### src/rtl/fifo_wr_ctrl.sv
// Write-side controller of an asynchronous FIFO: binary/Gray write pointers,
// read-pointer synchroniser, full/almost-full detection, fill level and sticky overflow.
module fifo_wr_ctrl #(
  parameter  int DEPTH       = 8,
  parameter  int AFULL_LEVEL = DEPTH - 2,
  localparam int ADDR_WIDTH  = $clog2(DEPTH)
) (
  input  logic                  W_CLK,
  input  logic                  W_RST,
  input  logic                  W_inc,
  input  logic [ADDR_WIDTH:0]   gray_rd_ptr,
  output logic [ADDR_WIDTH-1:0] W_addr,
  output logic                  W_en,
  output logic [ADDR_WIDTH:0]   gray_wr_ptr,
  output logic                  full,
  output logic                  almost_full,
  output logic [ADDR_WIDTH:0]   wr_level,
  output logic                  overflow
);

  localparam int AW = ADDR_WIDTH;
  localparam logic [AW:0] AFULL_L = (AW+1)'(AFULL_LEVEL);

  function automatic logic [AW:0] bin2gray(input logic [AW:0] b);
    return b ^ (b >> 1);
  endfunction

  function automatic logic [AW:0] gray2bin(input logic [AW:0] g);
    logic [AW:0] b;
    b[AW] = g[AW];
    for (int i = AW - 1; i >= 0; i--) begin
      b[i] = b[i+1] ^ g[i];
    end
    return b;
  endfunction

  logic [AW:0] sync1_q, sync2_q;
  logic [AW:0] bn_wr_q, bn_wr_d;
  logic [AW:0] gray_wr_q, gray_wr_d;
  logic [AW:0] level_q, level_d;
  logic        afull_q, afull_d;
  logic        ovf_q, ovf_d;
  logic [AW:0] rd_bin;
  logic        full_c;

  // Full when the write pointer is exactly one lap ahead of the synchronised read pointer
  assign full_c    = (gray_wr_q == {~sync2_q[AW:AW-1], sync2_q[AW-2:0]});
  assign W_en      = W_inc & ~full_c;
  assign rd_bin    = gray2bin(sync2_q);

  assign bn_wr_d   = bn_wr_q + {{AW{1'b0}}, W_en};
  assign gray_wr_d = bin2gray(bn_wr_d);
  assign level_d   = bn_wr_d - rd_bin;
  assign afull_d   = (level_d >= AFULL_L);
  assign ovf_d     = ovf_q | (W_inc & full_c);

  always_ff @(posedge W_CLK or posedge W_RST) begin
    if (W_RST) begin
      sync1_q   <= '0;
      sync2_q   <= '0;
      bn_wr_q   <= '0;
      gray_wr_q <= '0;
      level_q   <= '0;
      afull_q   <= 1'b0;
      ovf_q     <= 1'b0;
    end else begin
      sync1_q   <= gray_rd_ptr;
      sync2_q   <= sync1_q;
      bn_wr_q   <= bn_wr_d;
      gray_wr_q <= gray_wr_d;
      level_q   <= level_d;
      afull_q   <= afull_d;
      ovf_q     <= ovf_d;
    end
  end

  assign W_addr      = bn_wr_q[AW-1:0];
  assign gray_wr_ptr = gray_wr_q;
  assign full        = full_c;
  assign almost_full = afull_q;
  assign wr_level    = level_q;
  assign overflow    = ovf_q;

endmodule

### config.mk
export PLATFORM = sky130hd
export DESIGN_NAME = fifo_wr_ctrl
export DESIGN_NICKNAME = d
export VERILOG_FILES = /design/src/rtl/fifo_wr_ctrl.sv
export SDC_FILE = /design/constraint.sdc
export NUM_CORES = 1
export LEC_CHECK = 0
export ABC_AREA = 1
export CORE_MARGIN = 10
export CORE_UTILIZATION = 47
export DETAILED_ROUTE_END_ITERATION = 6
export GPL_TIMING_DRIVEN = 0
export PLACE_DENSITY_LB_ADDON = 0.1
export SKIP_CTS_REPAIR_TIMING = 1
export SLEW_MARGIN = 40
export SYNTH_ARGS = -nofsm -noshare
export SYNTH_HDL_FRONTEND = slang
export SYNTH_SLANG_ARGS = --single-unit
### constraint.sdc
create_clock -name W_CLK -period 3.25 [get_ports W_CLK]
set_input_delay 0.65 -clock W_CLK [delete_from_list [all_inputs] [get_ports W_CLK]]
set_output_delay 0.65 -clock W_CLK [all_outputs]
set_load 0.005 [all_outputs]
==> run notes, run 1 <==
Flow results follow.

The flow ran to the end, and the final reports show no timing, DRC or antenna violations. The layout has 21 buffers outside the clock class. The count of maximum capacitance violations is 0. The final-layout clock-cell area share is 0.0227. Total power normalized to cell area comes to 930 nW/um^2.

The core region is 1760 um^2. The worst reg-to-reg path cell count is 13. The worst path needs 2670 ps of the cycle, external delays included. The endpoint of the worst register-to-register path is almost_full. STA classifies the critical path endpoint as a flip-flop. The OpenROAD report gives the critical path a required time of 3430 ps. The length of routed wiring on met1 is 629 um. The clock arrives with 2.85 ps of skew. The worst-case clock buffer depth is 2. The number of DRC violations after detailed-routing iteration 0 is 2. The launch point of the worst register-to-register path is recorded as sync2_q[2].

After synthesis, the cell types taking the most area are dfrtp_1, ha_1, xor2_1, inv_1, nand2_1. Per the synthesis report, the adder-cell share of the synthesized area is 0.0703. The share of synthesized area in the top cell type comes to 0.591. The die covers 4030 um^2. The highest fanout seen on the critical path is 4. The insertion delay to the later sink of the worst-skew pair is 290 ps. Pin placement for this block handled 22 I/O pins. For reference, the mux area share after synthesis is 0. The data arrival time of the worst path is 2850 ps.

The class of the most critical hold timing path is flip-flop to flip-flop. The number of synthesis warnings is 0. The met2 capacity usage during global routing is 0.138. The most instantiated library cell after synthesis is dfrtp_1. The H-tree depth is 1.

Across the whole layout, storage elements account for 526 um^2. The final hold violation count is 0. The final instance area is 1160 um^2. The largest delay contributor family on the critical path is simple AND/OR/NAND/NOR gates. The minimum setup slack among reg-to-reg paths is 580 ps. For hold timing, the worst endpoint is sync2_q[1]. The largest net degree at the start of global routing is 22. The clock tree from TritonCTS is yes.

Counting every instance in the synthesized netlist gives 82. Setup repair after global routing left no endpoint under its margin. The biggest area consumer among synthesized cells is dfrtp_1. The average wire per standard cell is 11.5 um. The routability congestion estimate is 0.704.
-- run 1: worst max-delay path by stage --
stage / start / to / slack (ps) / cells past startpoint
after global placement: W_inc / almost_full / 330 / 13
final: sync2_q[2] / almost_full / 580 / 13
after detailed placement: W_inc / almost_full / 320 / 13
after global routing: sync2_q[2] / almost_full / 300 / 12
after floorplan: sync2_q[2] / almost_full / 780 / 13
after CTS: sync2_q[2] / almost_full / 550 / 13
-- run 1: power breakdown --
| part | switching, mW | leakage (nW) | internal, mW | total, mW |
|---|---|---|---|---|
| clock network | 0.0696 | 0.0150 | 0.0476 | 0.117 |
| logic | 0.264 | 0.310 | 0.297 | 0.561 |
| registers | 0.0458 | 0.242 | 0.352 | 0.398 |
-- run 1: logic make-up after synthesis --
group	after synthesis
simple gates	30
fa+ha+maj	5
buf+inv	15
xor+xnor	11
flops	21
Fig. 1: run 1, metal layers overlaid
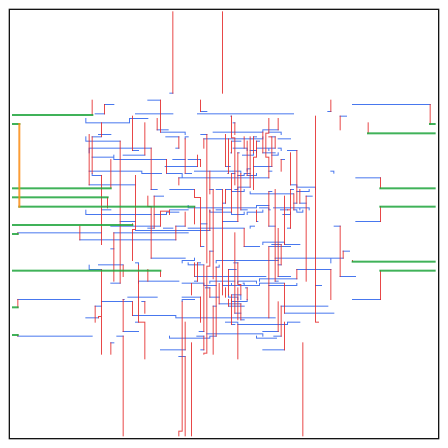
| layer | colour | wire length |
|---|---|---|
| metal 2 | red | 716 um |
| metal 1 | blue | 630 um |
| metal 4 | orange | 12.2 um |
| metal 3 | green | 156 um |

Fig. 2: run 1, signal wires on met3
Bar = 20 um.
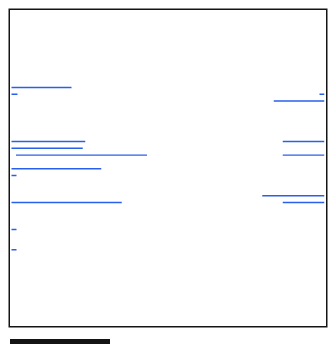
longest straight run: 26.0 um
main direction: horizontal
total length of routed wires: 1510 um
GR met3 Demand/Resource: 0.0477
overall via count from detail_route: 603

Fig. 3: run 1, close-up of the layout
Region (12, 0) to (52, 40) um. Cells in grey, sequential cells in the stronger grey; small squares are vias.
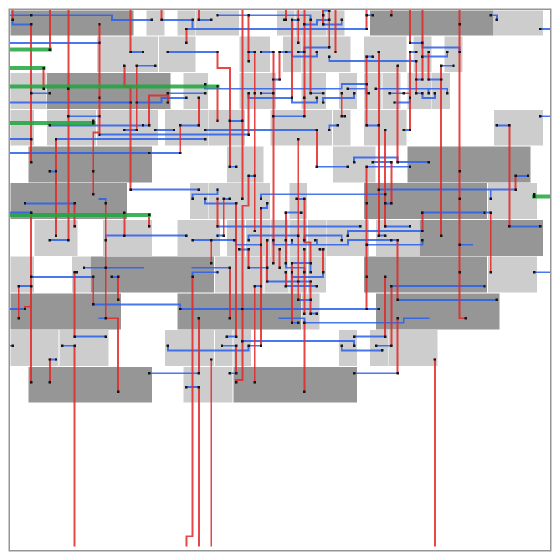
| layer | colour |
|---|---|
| metal 3 | green |
| metal 1 | blue |
| metal 2 | red |
netlist names of flops here include: bn_wr_q (4), sync1_q (3), sync2_q (3)
most frequent: dfrtp_1 (15), nand2_1 (13), clkdlybuf4s50_1 (13)
cells with their middle in the window: 79
sequential cells in the window: 15

Fig. 4: run 1, clock network drawn from the DEF
Bar = 20 um.
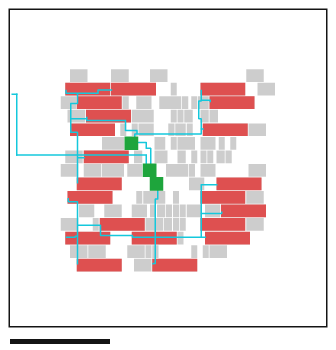

==> run 1 -> run 2 <==
--- a/config.mk
+++ b/config.mk
@@ -7,7 +7,7 @@
 export LEC_CHECK = 0
 export ABC_AREA = 1
 export CORE_MARGIN = 10
-export CORE_UTILIZATION = 47
+export CORE_UTILIZATION = 42
 export DETAILED_ROUTE_END_ITERATION = 6
 export GPL_TIMING_DRIVEN = 0
 export PLACE_DENSITY_LB_ADDON = 0.1
==> constraint.sdc (replaced) <==
create_clock -name W_CLK -period 2.45 [get_ports W_CLK]
set_input_delay 0.49 -clock W_CLK [delete_from_list [all_inputs] [get_ports W_CLK]]
set_output_delay 0.49 -clock W_CLK [all_outputs]
set_load 0.005 [all_outputs]
Fig. 5: run 2, clock network drawn from the DEF
Bar = 20 um.
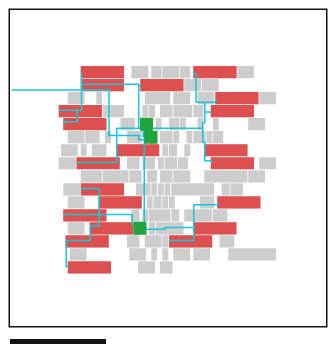
[clock wires] cyan | length: 244 um
[clock drivers] green | count: 3
[flip-flops] red | count: 21
routed clock nets: 4
Power Clock: 0.165 mW
clock share of power: 0.093
worst skew pair latency: 310 ps

==> run notes, run 2 <==
Flow results follow.

The worst setup skew after layout is 12.9 ps (+10.1 ps). The required time at the endpoint of the critical path was 2670 ps (-760 ps). The clock period minus worst slack is 2400 ps (-267 ps). The H-tree depth came to 1 (unchanged). The full die area is 4360 um^2 (+8.1%).

The kind of end point of the critical path is a flip-flop. The area used by sequential logic in the layout is 526 um^2 (unchanged). In this run the critical register-to-register path is launched from sync2_q[2]. The number of synthesis warnings came to 0 (unchanged).

The net switching power is 0.655 mW (+73%). The routability congestion estimate is 0.730 (+3.7%). The number of top-level pins was 22 (unchanged). The number of cells on the critical path is 12 (-1).

TritonCTS built the clock tree. The path class of the tightest hold or removal check is flip-flop to flip-flop. The proportion of total power due to net switching was 0.369 (+0.0164).

The run finished with clean final reports. The portion of total power attributed to sequential cells is 0.309 (-0.061). The capture point of the worst register-to-register path is recorded as wr_level[2]. The adder-cell share of the synthesized area was 0.0703 (unchanged).

The number of DRC violations after detailed-routing iteration 0 is 12 (+10). The core box area was 1980 um^2 (+12%). The total internal power is 1.12 mW (+61%). By instance count, the leading cell after synthesis is dfrtp_1.

The highest fanout seen on the critical path is 5 (+1). The power per standard cell area came to 1330 nW/um^2 (+43%). The main area contributors are dfrtp_1, ha_1, xor2_1, inv_1, nand2_1. Setup repair after global routing could not meet its margin everywhere. The synthesized netlist cell count was 82 (unchanged).
Fig. 6: run 2, metal layers overlaid
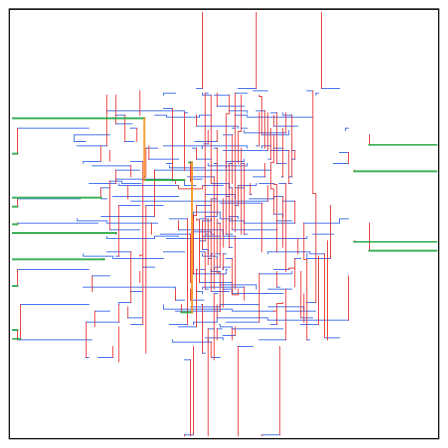
wire length per cell: 13.0 um
total length of routed wires: 1880 um
overall via count from detail_route: 653

-- run 2: cell counts after synthesis --
Identical to the previous run, type by type.
-- run 2: per-layer routing --
metal  vias up  global-route usage  wire, um
met1       312               0.101       797
li1        321                   -         -
met3         4              0.0390       122
met5         -                   0         0
met4         0              0.0471        32
met2        16               0.123       927
-- run 2: power groups by stage --
stage / clock, mW / combinational [mW] / sequential [mW]
2_1_floorplan: 0 / 0.452 / 0.552
3_3_place_gp: 0 / 0.777 / 0.543
3_5_place_dp: 0 / 0.788 / 0.546
4_1_cts: 0.171 / 0.794 / 0.539
5_1_grt: 0.194 / 1.18 / 0.562
6_report: 0.165 / 1.06 / 0.549
No activity file was given, so power comes from the tool's default toggle rates.
